==> config.mk <==
export PLATFORM = sky130hd
export DESIGN_NAME = systolic_drain
export DESIGN_NICKNAME = d
export VERILOG_FILES = /design/src/rtl/systolic_drain.sv
export SDC_FILE = /design/constraint.sdc
export NUM_CORES = 1
export LEC_CHECK = 0
export ABC_AREA = 1
export CORE_MARGIN = 5
export CORE_UTILIZATION = 44
export DETAILED_ROUTE_END_ITERATION = 8
export GPL_ROUTABILITY_DRIVEN = 1
export HOLD_SLACK_MARGIN = 0.03
export PLACE_DENSITY = 0.92
export SYNTH_ARGS = -nofsm -noshare
export SYNTH_HDL_FRONTEND = slang
export SYNTH_SLANG_ARGS = --single-unit
==> constraint.sdc <==
create_clock -name clk -period 1.7 [get_ports clk]
set_input_delay 0.34 -clock clk [delete_from_list [all_inputs] [get_ports clk]]
set_output_delay 0.34 -clock clk [all_outputs]
set_load 0.01 [all_outputs]
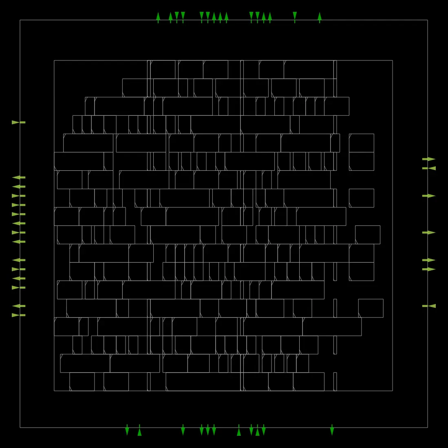
*Placed standard cells, run 1*
seq_cells: 28
final core utilization: 69.4%
Post-Layout Cell Count: 225
Placeable Area: 2450 um^2
Std-Cell Rows: 18

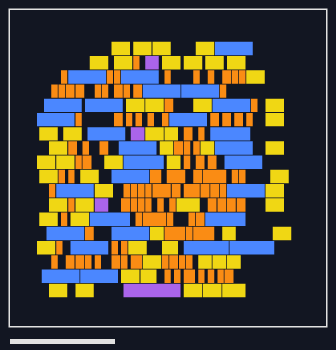
*Placement by cell class, run 1*
Scale bar: 20 um.
| colour | class | cells |
|---|---|---|
| orange | combinational and other logic | 107 |
| blue | flops | 28 |
| purple | clock drivers and dummy loads | 4 |
| yellow | other buffers and delay cells | 56 |
fraction of area in registers: 33.6%
Design Area, Final: 1700 um^2

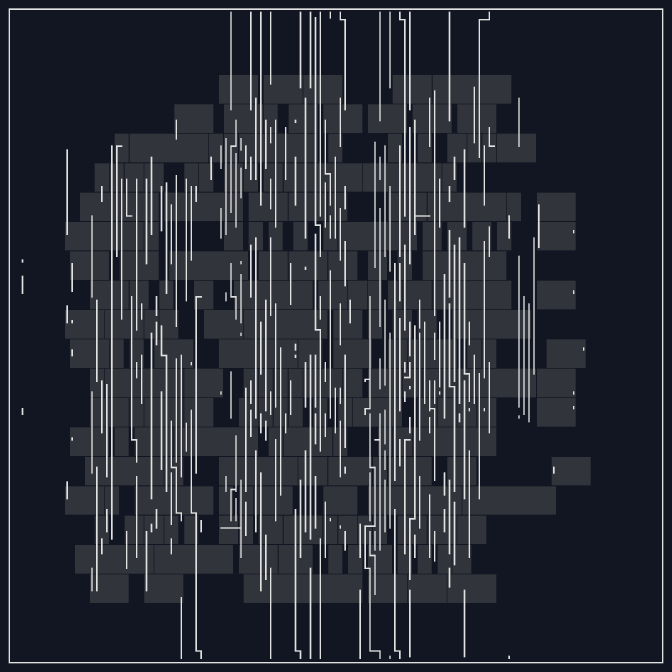
*The metal 2 layer, run 1*
longest straight run: 36.4 um
wire length on this layer: 1,640 um
nets with wire on the layer: 190
share of all routed wire: 53%
met2 usage: 33.2%
final WL: 3.11 mm
vias: 1,141

==> flow_metrics.tcl, run 1 <==
# collected from the flow reports
set metrics [dict create \
    max_stage_delay_ns 0.37 \
    cellPowerDensity_nw_per_um2 856 \
    drv_cap 0 \
    crit_family "buffers and inverters" \
    grt_max_degree 22 \
    fp.dieH_um 60.4 \
    dr_wl_met2_mm 1.64 \
    synth_warnings 0 \
    ys_area_um2 1120 \
    criticalPathCategory "reg -> out" \
    crit_buf_inv 3 \
    clock_path_buffers 2 \
    tool_warnings 26 \
    clk_latency_ns 0.33 \
    initial_core_util_pct 45.5 \
    gp_congestion 0.807 \
    synth_seq_share_pct 50.2 \
    layout_top_cells "clkdlybuf4s50_1 (43), nor2_1 (41), o21ai_0 (22), dfxtp_1 (22), nand2_1 (11)" \
    finalHoldViolCount 0 \
    cp.required_ns 1.36 \
    grt_pass1_vias 1161 \
    fp_nets 164 \
    pin_count 48 \
    r2r_slack_ns 0.31 \
    setup_violations 0 \
    grt_overflow_total 0 \
    crit_path_end_kind "primary output" \
    numCtsBuffers 3 \
    final_nets 218 \
    min_path_type "reg -> reg" \
    power_leakage_nw 0.770 \
    remaining_drc_errors 0 \
    fin_crit_sh_pct 95.2 \
    synth.avg_cell_area_um2 7.87 \
    grt_pass1_wl_mm 5.02 \
    syn_to_final_growth_pct 52.5 \
    rsz0062_at_grt "no" \
    path_cells "buf_4 -> nor2_2 -> inv_1 -> dlygate4sd2_1" \
    start_kind "flop" \
    layout_top_cell "clkdlybuf4s50_1" \
    htree_levels 1 \
    crit_fanout 3 \
    yosysUniqueCellTypes 16 \
    first_iter_violations 26 \
    grt_antenna_before_repair 0 \
    antenna_left 0 \
    die_w_um 60.4 \
    n_antenna_cell 0 \
    dpl.hpwl_mm 2.23 \
    cp_slowest_cell "dfxtp_4" \
    routed_via_density 5.07 \
    ys_cells 142 \
    fin_skew_ns 0.00825 \
    relSlewSlack_pct 75.2 \
    arrival_ns 1.28 \
    routed.top_layer "met4" \
    drive_gt1_share_pct 14.4 \
    hold_depth 2 \
    cts_sinks 28 \
    first_pass_iters 4 \
    dieArea_um2 3650 \
    finalCriticalPeriod_ns 1.62 \
    cts_tree "yes" \
    fmax_mhz 618 \
    grt_usage_pct 18.2 \
    worst_setup_hold_path_clk_slew_ns 0.15 \
    netlist_instances 142 \
    reg2regPathDepth 6 \
    met3WireLength_um 236 \
    wl_per_cell_um 13.8 \
    critical_path_depth 4 \
    met1_length_mm 1.15 \
    status "completed" \
    io_buffers 47 \
    largest_register_ffs 16 \
    finalSetupTns_ns 0 \
    ys_ff 28 \
    maxSlewViolCount 0 \
    cts-root-buf "clkbuf_4" \
    worst_pin_slew_ns 0.371 \
    peakVddDrop_v 0.000686 \
    synth_area_um2 1120 \
]
-- run 1: tightest hold or removal path: stages, from the launching register on --
cell and delay (ns):
dfxtp_1 0.36, nand2_1 0.07, a21oi_1 0.06
-- run 1: metal layers --
metal  up-vias  global-route usage, %
met5         -                      0
met4         0                   8.23
met3        11                   5.32
met2        41                   33.2
met1       532                   19.2
li1        557                      -
-- run 1: synth_stat cells --
library cell / n / share of area [%]
o21ai_0: 22 / 9.9
clkbuf_1: 1 / 0.34
nand3_1: 6 / 2.7
nand2_1: 11 / 3.7
nor2_1: 42 / 14
buf_2: 2 / 0.90
nand4_1: 2 / 1.1
inv_1: 9 / 3.0
a21oi_2: 1 / 0.78
nand3_2: 2 / 1.8
dfxtp_1: 28 / 50
nor2_4: 2 / 2.0
a21oi_1: 5 / 2.2
buf_6: 4 / 4.0
inv_2: 3 / 1.0
ha_1: 2 / 2.2
-- run 1: cell type report --
type	count	area [um^2]
Timing Repair Buffer	56	541
Inverter	12	45.0
Clock buffer	3	22.5
Tap cell	30	37.5
Clock inverter	1	30.0
Multi-Input combinational cell	95	455
Fill cell	212	751
Sequential cell	28	573
-- run 1: where the power goes --
part	internal [W]	total (W)	leakage [nW]	switching [W]
registers	0.000702	0.000726	0.232	0.0000246
logic	0.000157	0.000295	0.510	0.000138
clock network	0.000239	0.000438	0.0279	0.000199
total	0.00110	0.00146	0.770	0.000361
-- run 1: metrics by stage --
step | hold WS (ns) | setup slack (ns) | area (um^2) | std cells | total power [W]
floorplan | 0.402 | 0.678 | 1120 | 142 | 0.000867
global placement | 0.472 | 0.251 | 1600 | 216 | 0.00101
detailed placement | 0.466 | 0.209 | 1600 | 216 | 0.00102
CTS | 0.522 | 0.0243 | 1690 | 225 | 0.00147
global route | 0.539 | 0.0104 | 1700 | 225 | 0.00152
finish | 0.517 | 0.0810 | 1700 | 225 | 0.00146
-- run 1: cells by family (layout without fill, tap and decap cells) --
| group | Yosys count | count (layout) | synth area share (%) |
|---|---|---|---|
| AND-OR/OR-AND | 28 | 28 | 12.9 |
| adder cells (fa/ha/maj) | 2 | 2 | 2.24 |
| buffers and inverters | 19 | 72 | 9.29 |
| flip-flops | 28 | 28 | 50.2 |
| AND/OR/NAND/NOR | 65 | 65 | 25.4 |
-- run 1: repair_timing --
item	CTS	global route
setup buffers	5	0
setup endpoints to repair	3	7
hold buffers	0	0
pin swaps	0	0
gates resized	6	7
### Clock network drawn from the DEF, run 1

Scale bar: 20 um.
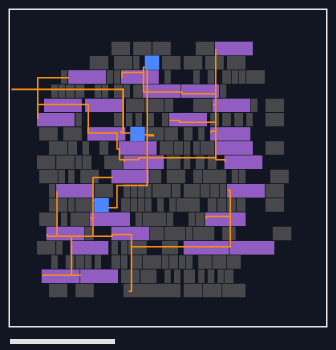

==> run 2, diff against run 1 <==
Settings changed: CORE_UTILIZATION 44 to 41, HOLD_SLACK_MARGIN 0.03 to unset, PLACE_DENSITY 0.92 to 0.87.
Clock period 1.7 ns to 1.8 ns, I/O delays scaled along.
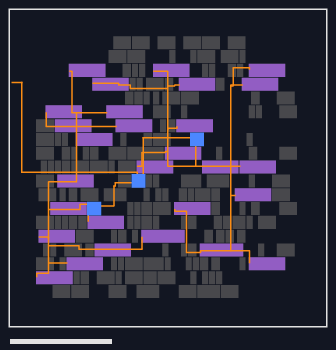
*Clock network drawn from the DEF, run 2*
Scale bar: 20 um.
[blue] clock drivers | count: 3
[purple] flip-flops | count: 28
[orange] clock wires | length: 333 um
routed clock nets: 4
worst skew pair latency: 0.33 ns
clk_skew: 0.0111 ns
P_clk: 0.000254 W
power share of the clock group: 21.1%

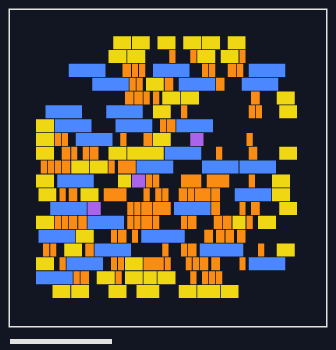
*Placement by cell class, run 2*
Scale bar: 20 um.
| colour | class | cells |
|---|---|---|
| yellow | other buffers and delay cells | 51 |
| purple | clock drivers | 3 |
| blue | flops | 28 |
| orange | combinational and other logic | 107 |
Placeable Area: 2690 um^2
Design Area, Final: 1650 um^2
final core utilization: 61.2%

==> run 2 against run 1 <==
  * Via count is 7.3% lower
  * Core utilization is 8.2 points lower
  * First-iteration DRC count is 15% higher
  * Sequential cell count stayed put
  * Sequential power is 5.5% lower
  * Sequential share of layout area is 0.90 points higher
  * Global-route usage is 4.4 points lower
  * Combinational power is 12% lower
  * Worst hold slack better by 0.0066 ns
  * Wire length is 16% lower
  * Critical endpoint is now drain_done
  * Largest cell class unchanged
==> flow_metrics.tcl, run 2 <==
# collected from the flow reports
set metrics [dict create \
    numCtsBuffers 3 \
    async_flop_share_pct 0 \
    tool_warnings 26 \
    first_pass_iters 5 \
    yosysMostFrequentCell "nor2_1" \
    die_w_um 62.2 \
    max_stage_delay_ns 0.52 \
    postCtsSetupRepairBufs 0 \
    rows 19 \
    dp_slack_ns 0.312 \
    synthTopCellsByCount "nor2_1 (42), dfxtp_1 (28), o21ai_0 (22)" \
    arrival_ns 1.35 \
    nFillCells 249 \
    ys_area_um2 1120 \
    cts-root-buf "clkbuf_4" \
    cts_tree "yes" \
    first_iter_violations 30 \
    comb_area_um2 453 \
    finalCriticalPeriod_ns 1.71 \
    grt_max_degree 22 \
    setup_violations 0 \
    relSlewSlack_pct 75.9 \
    crit_fanout 4 \
    finalWorstSetupSlack_ns 0.0854 \
    synthAdderAreaFrac_pct 2.24 \
    crit_path_end_kind "primary output" \
    hold_depth 2 \
    yosysTopAreaCellShare_pct 50.2 \
    power_frac_seq_pct 57.1 \
    io_buffers 47 \
    ys_sh_mux_pct 0 \
    ys_cells 142 \
    cellPowerDensity_nw_per_um2 730 \
    grt_pass1_vias 1027 \
    fin_crit_sh_pct 95.3 \
    cp.required_ns 1.44 \
    top_cells_by_area "dfxtp_1 (50%), nor2_1 (14%), o21ai_0 (9.9%), buf_6 (4.0%), nand2_1 (3.7%)" \
    antenna_left 0 \
    dp.cells 217 \
    rsz0062_at_grt "no" \
    synth_xor_xnor_area_share_pct 0 \
    layout_top_cells "clkdlybuf4s50_1 (45), nor2_1 (42), dfxtp_1 (26)" \
    initial_core_util_pct 41.6 \
    simple_gate_share_pct 25.4 \
    critical_path_depth 3 \
    drive_gt1_share_pct 8.99 \
    path_cells "nand2_1 -> inv_1 -> clkdlybuf4s50_1" \
    largest_register_ffs 16 \
    power_frac_comb_pct 21.7 \
    status "completed" \
    n_antenna_cell 0 \
    grt_overflow_total 0 \
    crit_buf_inv 2 \
    worst_pin_slew_ns 0.362 \
    netlist_instances 142 \
    pin_count 48 \
    ys_ff 28 \
    remaining_drc_errors 0 \
    dieArea_um2 3870 \
    maxSlewViolCount 0 \
    finalHoldViolCount 0 \
    min_path_type "reg -> reg" \
    reg2regPathDepth 5 \
    wl_mm 2.62 \
    fp.dieH_um 62.2 \
    aoi_share_pct 12.9 \
    hold_slack_ns 0.523 \
    grt_usage_pct 13.8 \
    routed_via_density 4.81 \
    logic_family "simple AND/OR/NAND/NOR gates" \
    crit_family "buffers and inverters" \
    vias 1058 \
    finalSetupTns_ns 0 \
    grt_antenna_before_repair 0 \
    start_kind "flop" \
    fp_nets 164 \
    yosysUniqueCellTypes 16 \
    edf_count 0 \
    drv_cap 0 \
    wl_per_cell_um 11.9 \
    syn_to_final_growth_pct 47.3 \
    power_leakage_nw 0.718 \
    worst_setup_hold_path_clk_slew_ns 0.15 \
    r2r_slack_ns 0.54 \
    synth_seq_share_pct 50.2 \
    synth_warnings 0 \
    gp_congestion 0.774 \
]
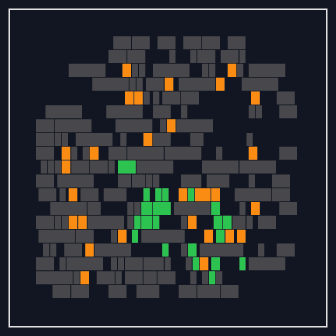
*Gate-type map, run 2*
| colour | family | cells | most used |
|---|---|---|---|
| green | NAND gates | 21 | nand2_1 |
| orange | inverting AOI/OAI gates | 28 | o21ai_0 |
Post-Layout Cell Count: 220
Top cell excl fill/tap: clkdlybuf4s50_1
Comb/total area: 27.5%

## run 2: logic make-up after synthesis
kind of cell | Yosys count
DFF | 28
buffers and inverters | 19
adders and majority gates | 2
and+or+nand+nor | 65
AOI/OAI and AO/OA | 28
## run 2: worst register-to-register path, cell delays in order (launching register included)
cell and delay (ns):
dfxtp_4 0.41, inv_2 0.06, nor2_4 0.25, inv_2 0.23, nor2_1 0.16, nor2_1 0.06
## run 2: power groups by stage
stage               Sequential [W]  Combinational (W)  Clock, W
floorplan                 0.000718           0.000101         0
global placement          0.000699           0.000262         0
detailed placement        0.000700           0.000265         0
CTS                       0.000687           0.000267  0.000265
global route              0.000694           0.000288  0.000287
finish                    0.000686           0.000261  0.000254
## run 2: metal layers
metal,global-route usage [%],routed length [um],vias up
met5,0,0,-
met4,4.34,44,0
met3,6.13,215,6
met2,22.5,1270,31
met1,16.1,1090,471
li1,-,-,550
## run 2: what timing repair did
item / in CTS / in global routing
hold buffers: 0 / 0
resized: 2 / 4
endpoints found under the setup margin: 3 / 3
## run 2: final cells by class
| cell class | instances | share of cell area, % |
|---|---|---|
| well taps | 31 | 2.36 |
| inverters | 12 | 2.74 |
| repair buffers | 51 | 31.5 |
| flip-flops and latches | 28 | 34.5 |
| clock buffers | 3 | 1.37 |
| multi-input cells | 95 | 27.5 |
## run 2: through the flow
| step | total power [W] | cell area (um^2) |
|---|---|---|
| 2_1_floorplan | 0.000819 | 1120 |
| 3_3_place_gp | 0.000961 | 1610 |
| 3_5_place_dp | 0.000965 | 1610 |
| 4_1_cts | 0.00122 | 1640 |
| 5_1_grt | 0.00127 | 1650 |
| 6_report | 0.00120 | 1650 |
Power is estimated from default activity; no workload was simulated.
